Design shift_pipe_flat, sky130hd; sources not shown.
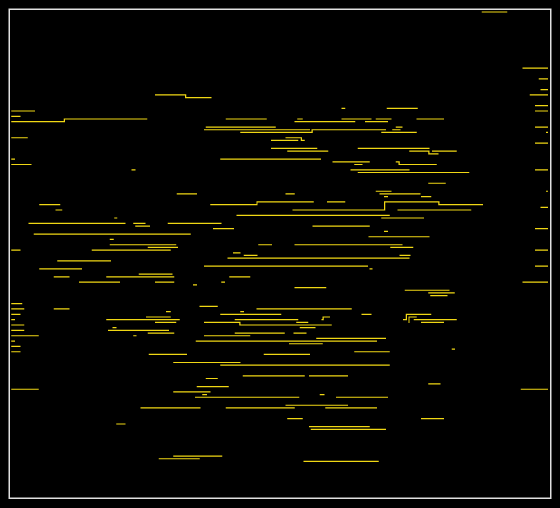
(run_1/met3.png)
The layer carries 1,660 um of wire. The layer holds 6.9% of the routed length.
wirelength, routed: 24,100 um
routed via count: 7,357
met3 track utilization from global routing: 0.0411

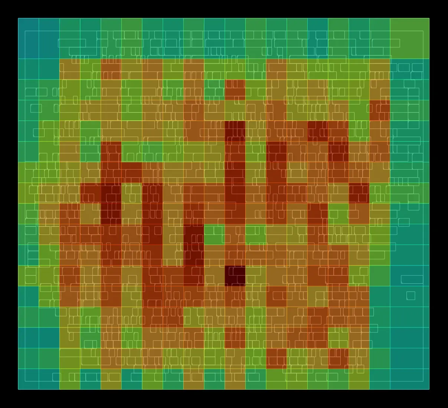
(run_1/final_congestion.png)
global-route layer with the greatest usage: met2
Util after Layout: 0.564

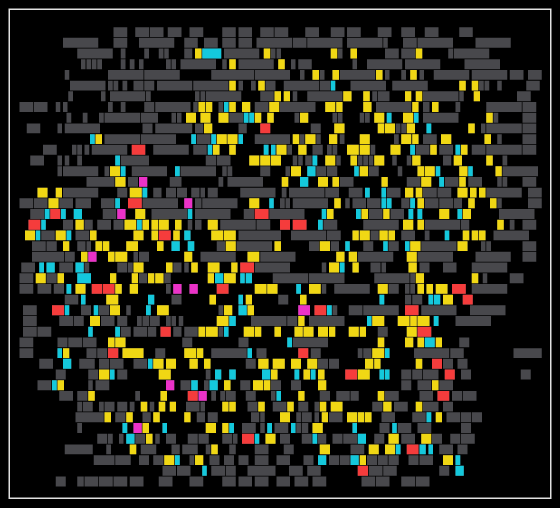
(run_1/gate_families.png)
Key: yellow = inverting AOI/OAI gates [cells 285, most used a21oi_1]; red = AND-OR and OR-AND gates [cells 30, most used a21o_1]; magenta = AND and OR gates [cells 10, most used and2_1]; cyan = NOR gates [cells 123, most used nor2_1]
most common cell after layout, fill and taps aside: sky130_fd_sc_hd__nand2_1
multi-input gate share of the layout cell area: 0.493

==> impl_metrics.csv, run 1 <==
group,metric,value,unit
route,first_iter_violations,746,
cells_and_area,layout-drive-gt1-share,0.152,
final_timing,fin_setup_tns,0,ns
placed_design,post-place-cells,1217,
cells_and_area,n_fill_cell,1484,
setup_path,path_class,"input port to flop",
final_timing,worst_pin_slew,0.664,ns
clocking,numCtsBuffers,9,
route,drt_pass1_iterations,8,
run_status,outcome,"finished, final reports clean",
final_timing,worst_slack,0.261,ns
floorplanning,core_area,15500,um^2
clocking,cts_sinks,81,
floorplanning,die_x,137,um
final_timing,worst_slew_margin_rel,0.557,
synth,syn_area,6870,um^2
clocking,cts_tree,"done",
cells_and_area,antennaDiodeCount,0,
global_route,grt_pass1_vias,6963,
synth,edf_count,0,
synth,synth_warnings,0,
cells_and_area,area.growth.synth_to_final,27.7,%
cells_and_area,seq_area,2030,um^2
route,met3RoutedLength,1660,um
synth,synth.comb.largest_family,"AND-OR/OR-AND gates",
synth,yosys-stat-cells,900,
power,power.leakage,3.82,nW
run,openroad_warning_count,29,
clocking,holdBufCountCts,0,
route,route.detailed.drc,0,
global_route,grt_start_max_net_pins,82,
final_timing,fmaxAchievable,0.516,GHz
route,antenna_violating_nets_post_route,0,
placed_design,detailedPlacementHpwl,18300,um
cells_and_area,nets,1077,
placed_design,place_congestion,0.958,
synth,synthMuxAreaShare,0.135,
power,post-layout-total-power,6.43,mW
setup_path,timing.critical_path.to_type,"flop",
global_route,grt_overflow,0,
synth,synth.avg_cell_area,7.64,um^2
final_timing,number_of_hold_slack_violations_in_the_final_timing_report,0,
final_timing,worst_clock_skew,0.00692,ns
clocking,count_of_cells_resized_by_post_cts_repair,0,
-- run 1: worst max-delay path: stages --
cell,delay [ns]
sky130_fd_sc_hd__clkdlybuf4s50_1,0.50
sky130_fd_sc_hd__nor2b_4,0.05
sky130_fd_sc_hd__inv_1,0.10
sky130_fd_sc_hd__and2_1,0.47
sky130_fd_sc_hd__o21ai_0,0.17
sky130_fd_sc_hd__a211oi_1,0.33
sky130_fd_sc_hd__nor2_1,0.09
-- run 1: power by group --
group / internal, mW / switching, mW
Combinational: 1.19 / 1.45
Clock: 0.994 / 0.623
Sequential: 1.83 / 0.345
-- run 1: Yosys cell counts (7+ instances only) --
library cell,count,share of area
sky130_fd_sc_hd__a211oi_1,49,0.054
sky130_fd_sc_hd__a21boi_0,11,0.012
sky130_fd_sc_hd__a21o_1,8,0.0087
sky130_fd_sc_hd__a21oi_1,81,0.059
sky130_fd_sc_hd__a22oi_1,8,0.0087
sky130_fd_sc_hd__a31oi_1,12,0.011
sky130_fd_sc_hd__buf_1,8,0.0044
sky130_fd_sc_hd__buf_2,28,0.020
sky130_fd_sc_hd__buf_4,11,0.012
sky130_fd_sc_hd__buf_6,8,0.013
sky130_fd_sc_hd__clkbuf_1,33,0.018
sky130_fd_sc_hd__dfrtp_1,81,0.29
sky130_fd_sc_hd__mux2_2,7,0.011
sky130_fd_sc_hd__mux2i_1,81,0.12
sky130_fd_sc_hd__nand2_1,149,0.081
sky130_fd_sc_hd__nand2b_1,23,0.021
sky130_fd_sc_hd__nand3_1,8,0.0058
sky130_fd_sc_hd__nor2_1,94,0.051
sky130_fd_sc_hd__nor2b_1,13,0.012
sky130_fd_sc_hd__nor3_1,10,0.0073
sky130_fd_sc_hd__o211ai_1,9,0.0098
sky130_fd_sc_hd__o21ai_0,64,0.047
sky130_fd_sc_hd__o221ai_1,7,0.0089
sky130_fd_sc_hd__o22ai_1,19,0.017
-- run 1: per-stage QoR --
step	cell area (um^2)	utilization
after floorplan	6870	-
after global placement	8450	0.544
after detailed placement	8450	0.544
after CTS	8770	0.564
after global routing	8780	0.564
final	8780	0.564
-- run 1: cell families (layout without fill, tap and decap cells) --
kind of cell | count (synthesis) | in the layout
buffers and inverters | 97 | 228
muxes | 90 | 90
AOI/OAI and AO/OA | 315 | 315
DFF | 81 | 81
and+or+nand+nor | 317 | 317
-- run 1: routing by layer --
metal  up-vias  track usage
met5         -            0
li1       3513            -
met3        47       0.0411
met2       291        0.450
met4         0       0.0966
met1      3506        0.427
-- run 1: area by class of cell --
| class | instances | share of cell area |
|---|---|---|
| Multi-Input combinational cell | 722 | 0.493 |
| Sequential cell | 81 | 0.231 |
| Timing Repair Buffer | 205 | 0.207 |
| Tap cell | 202 | 0.0288 |
| Clock buffer | 9 | 0.0257 |
| Clock inverter | 7 | 0.0107 |
| Inverter | 7 | 0.00299 |
## Run 2: what changed since run 1
--- a/config.mk
+++ b/config.mk
@@ -7,13 +7,13 @@
 export LEC_CHECK = 0
 export CAP_MARGIN = 40
 export CORE_ASPECT_RATIO = 0.9
-export CORE_MARGIN = 2
 export CORE_UTILIZATION = 43
 export CTS_BUF_LIST = sky130_fd_sc_hd__clkbuf_16
 export CTS_CLUSTER_SIZE = 14
 export DETAILED_ROUTE_END_ITERATION = 16
 export HOLD_SLACK_MARGIN = 0.1
 export PLACE_DENSITY = 0.66
+export SETUP_SLACK_MARGIN = 0.2
 export SLEW_MARGIN = 20
 export SYNTH_ARGS = -nofsm -noshare
 export SYNTH_HDL_FRONTEND = slang
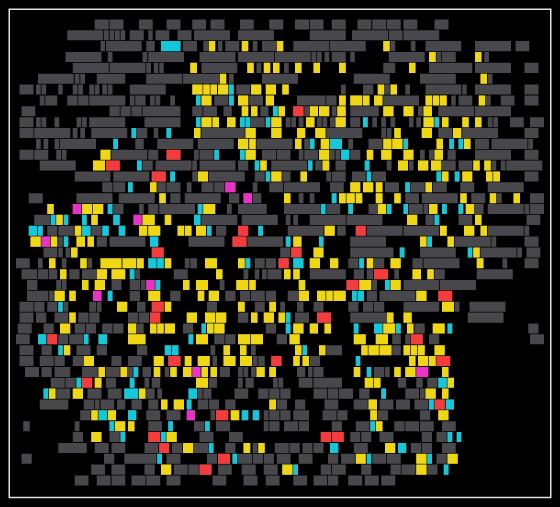
(run_2/gate_families.png)
Key: magenta = AND and OR gates [cells 10, most used and2_1]; red = AND-OR and OR-AND gates [cells 30, most used a21o_1]; yellow = inverting AOI/OAI gates [cells 285, most used a21oi_1]; cyan = NOR gates [cells 123, most used nor2_1, where spread over the die]
final cell count without fillers: 1,257
multi-input gate share of the layout cell area: 0.482

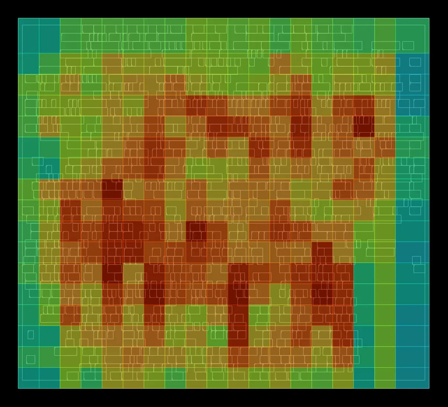
(run_2/final_congestion.png)
M2 GR Usage: 0.458
Util after Layout: 0.581
met1 Usage GRT: 0.427
met3 track utilization from global routing: 0.0587
Total GRT Usage: 0.302

==> impl_metrics.csv, run 2 <==
group,metric,value,unit
power,power.leakage,3.96,nW
global_route,grt_pass1_vias,6973,
synth,yosys-stat-cells,900,
final_timing,worst_pin_slew,0.552,ns
global_route,grt_overflow,0,
final_timing,worst_slew_margin_rel,0.632,
cells_and_area,nets,1101,
placed_design,place_congestion,0.952,
setup_path,timing.critical_path.to_type,"primary output",
cells_and_area,antennaDiodeCount,0,
setup_path,critical_path.slowest_cell,"sky130_fd_sc_hd__clkdlybuf4s50_1",
synth,top_area_cell,"sky130_fd_sc_hd__dfrtp_1",
placed_design,detailedPlacementHpwl,18400,um
placed_design,placed_cell_area,8640,um^2
clocking,cts_sinks,81,
synth,biggest_area_cells,"sky130_fd_sc_hd__dfrtp_1 (29%), sky130_fd_sc_hd__mux2i_1 (12%), sky130_fd_sc_hd__nand2_1 (8.1%)",
setup_path,timing.critical_path.cells,"clkdlybuf4s50_1 > nor2b_4 > inv_1 > buf_4 > dlygate4sd2_1",
run_status,outcome,"finished, final reports clean",
synth,synth.avg_cell_area,7.64,um^2
power,post-layout-total-power,6.60,mW
setup_path,path_class,"input port to primary output",
clocking,cts_tree,"done",
route,first_iter_violations,816,
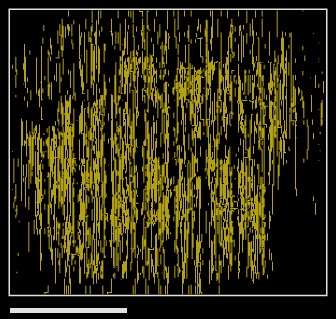
(run_2/met2.png)
Scale bar: 50 um.
The wires run mostly vertical. The layer holds 45% of the routed length. The layer carries 10,700 um of wire. 912 nets have wire on it. The longest straight run is 43.5 um.
wirelength, routed: 24,000 um
routed via count: 7,507

[run 2: cell counts after synthesis]
No cell type changed its count.
[run 2: layout make-up]
cell class                 instances  area, um^2  area share
multi-input combinational        722        4340       0.482
sequential                        81        2030       0.225
inverter                           7        26.3     0.00292
tap                              202         253      0.0281
clock buffer                       9         225      0.0250
clock inverter                     7         120      0.0133
timing repair buffer             229        2010       0.223
[run 2: power by group]
group          leakage [nW]  switching (mW)  internal, mW  total, mW
sequential            0.971           0.352          1.83       2.18
clock                 0.171           0.613          1.11       1.72
combinational          2.81            1.46          1.24       2.70
[run 2: stage by stage]
stage / hold WS, ns / utilization / worst slack (ns) / setup TNS [ns]
global placement: 0.442 / 0.558 / -0.135 / -0.429
CTS: 0.465 / 0.580 / 0.224 / 0
finish: 0.462 / 0.581 / 0.236 / 0
global route: 0.495 / 0.581 / 0.206 / 0
detailed placement: 0.449 / 0.558 / -0.123 / -0.599
floorplan: 0.144 / - / 0.345 / 0
[run 2: repair_timing]
action                                  in CTS  in global routing
hold buffers                                 1                  0
endpoints found under the setup margin       1                 11
endpoints found under the hold margin       10                  0
gates resized                                1                  5
[run 2: critical path: cells and delay by family]
kind | cells | cell delay, ns
buffers and inverters | 4 | 0.95
and+or+nand+nor | 1 | 0.13
[run 2: logic make-up after synthesis]
group           Yosys count  synth area share
flops                    81             0.295
compound gates          315             0.296
mux                      90             0.135
simple gates            317             0.198
buf+inv                  97            0.0761
[run 2: layer usage]
metal	track usage	wire, um
met1	0.427	10600
met2	0.458	10700
met3	0.0587	1970
met4	0.106	759
met5	0	0
Power and IR drop assume default switching activity.
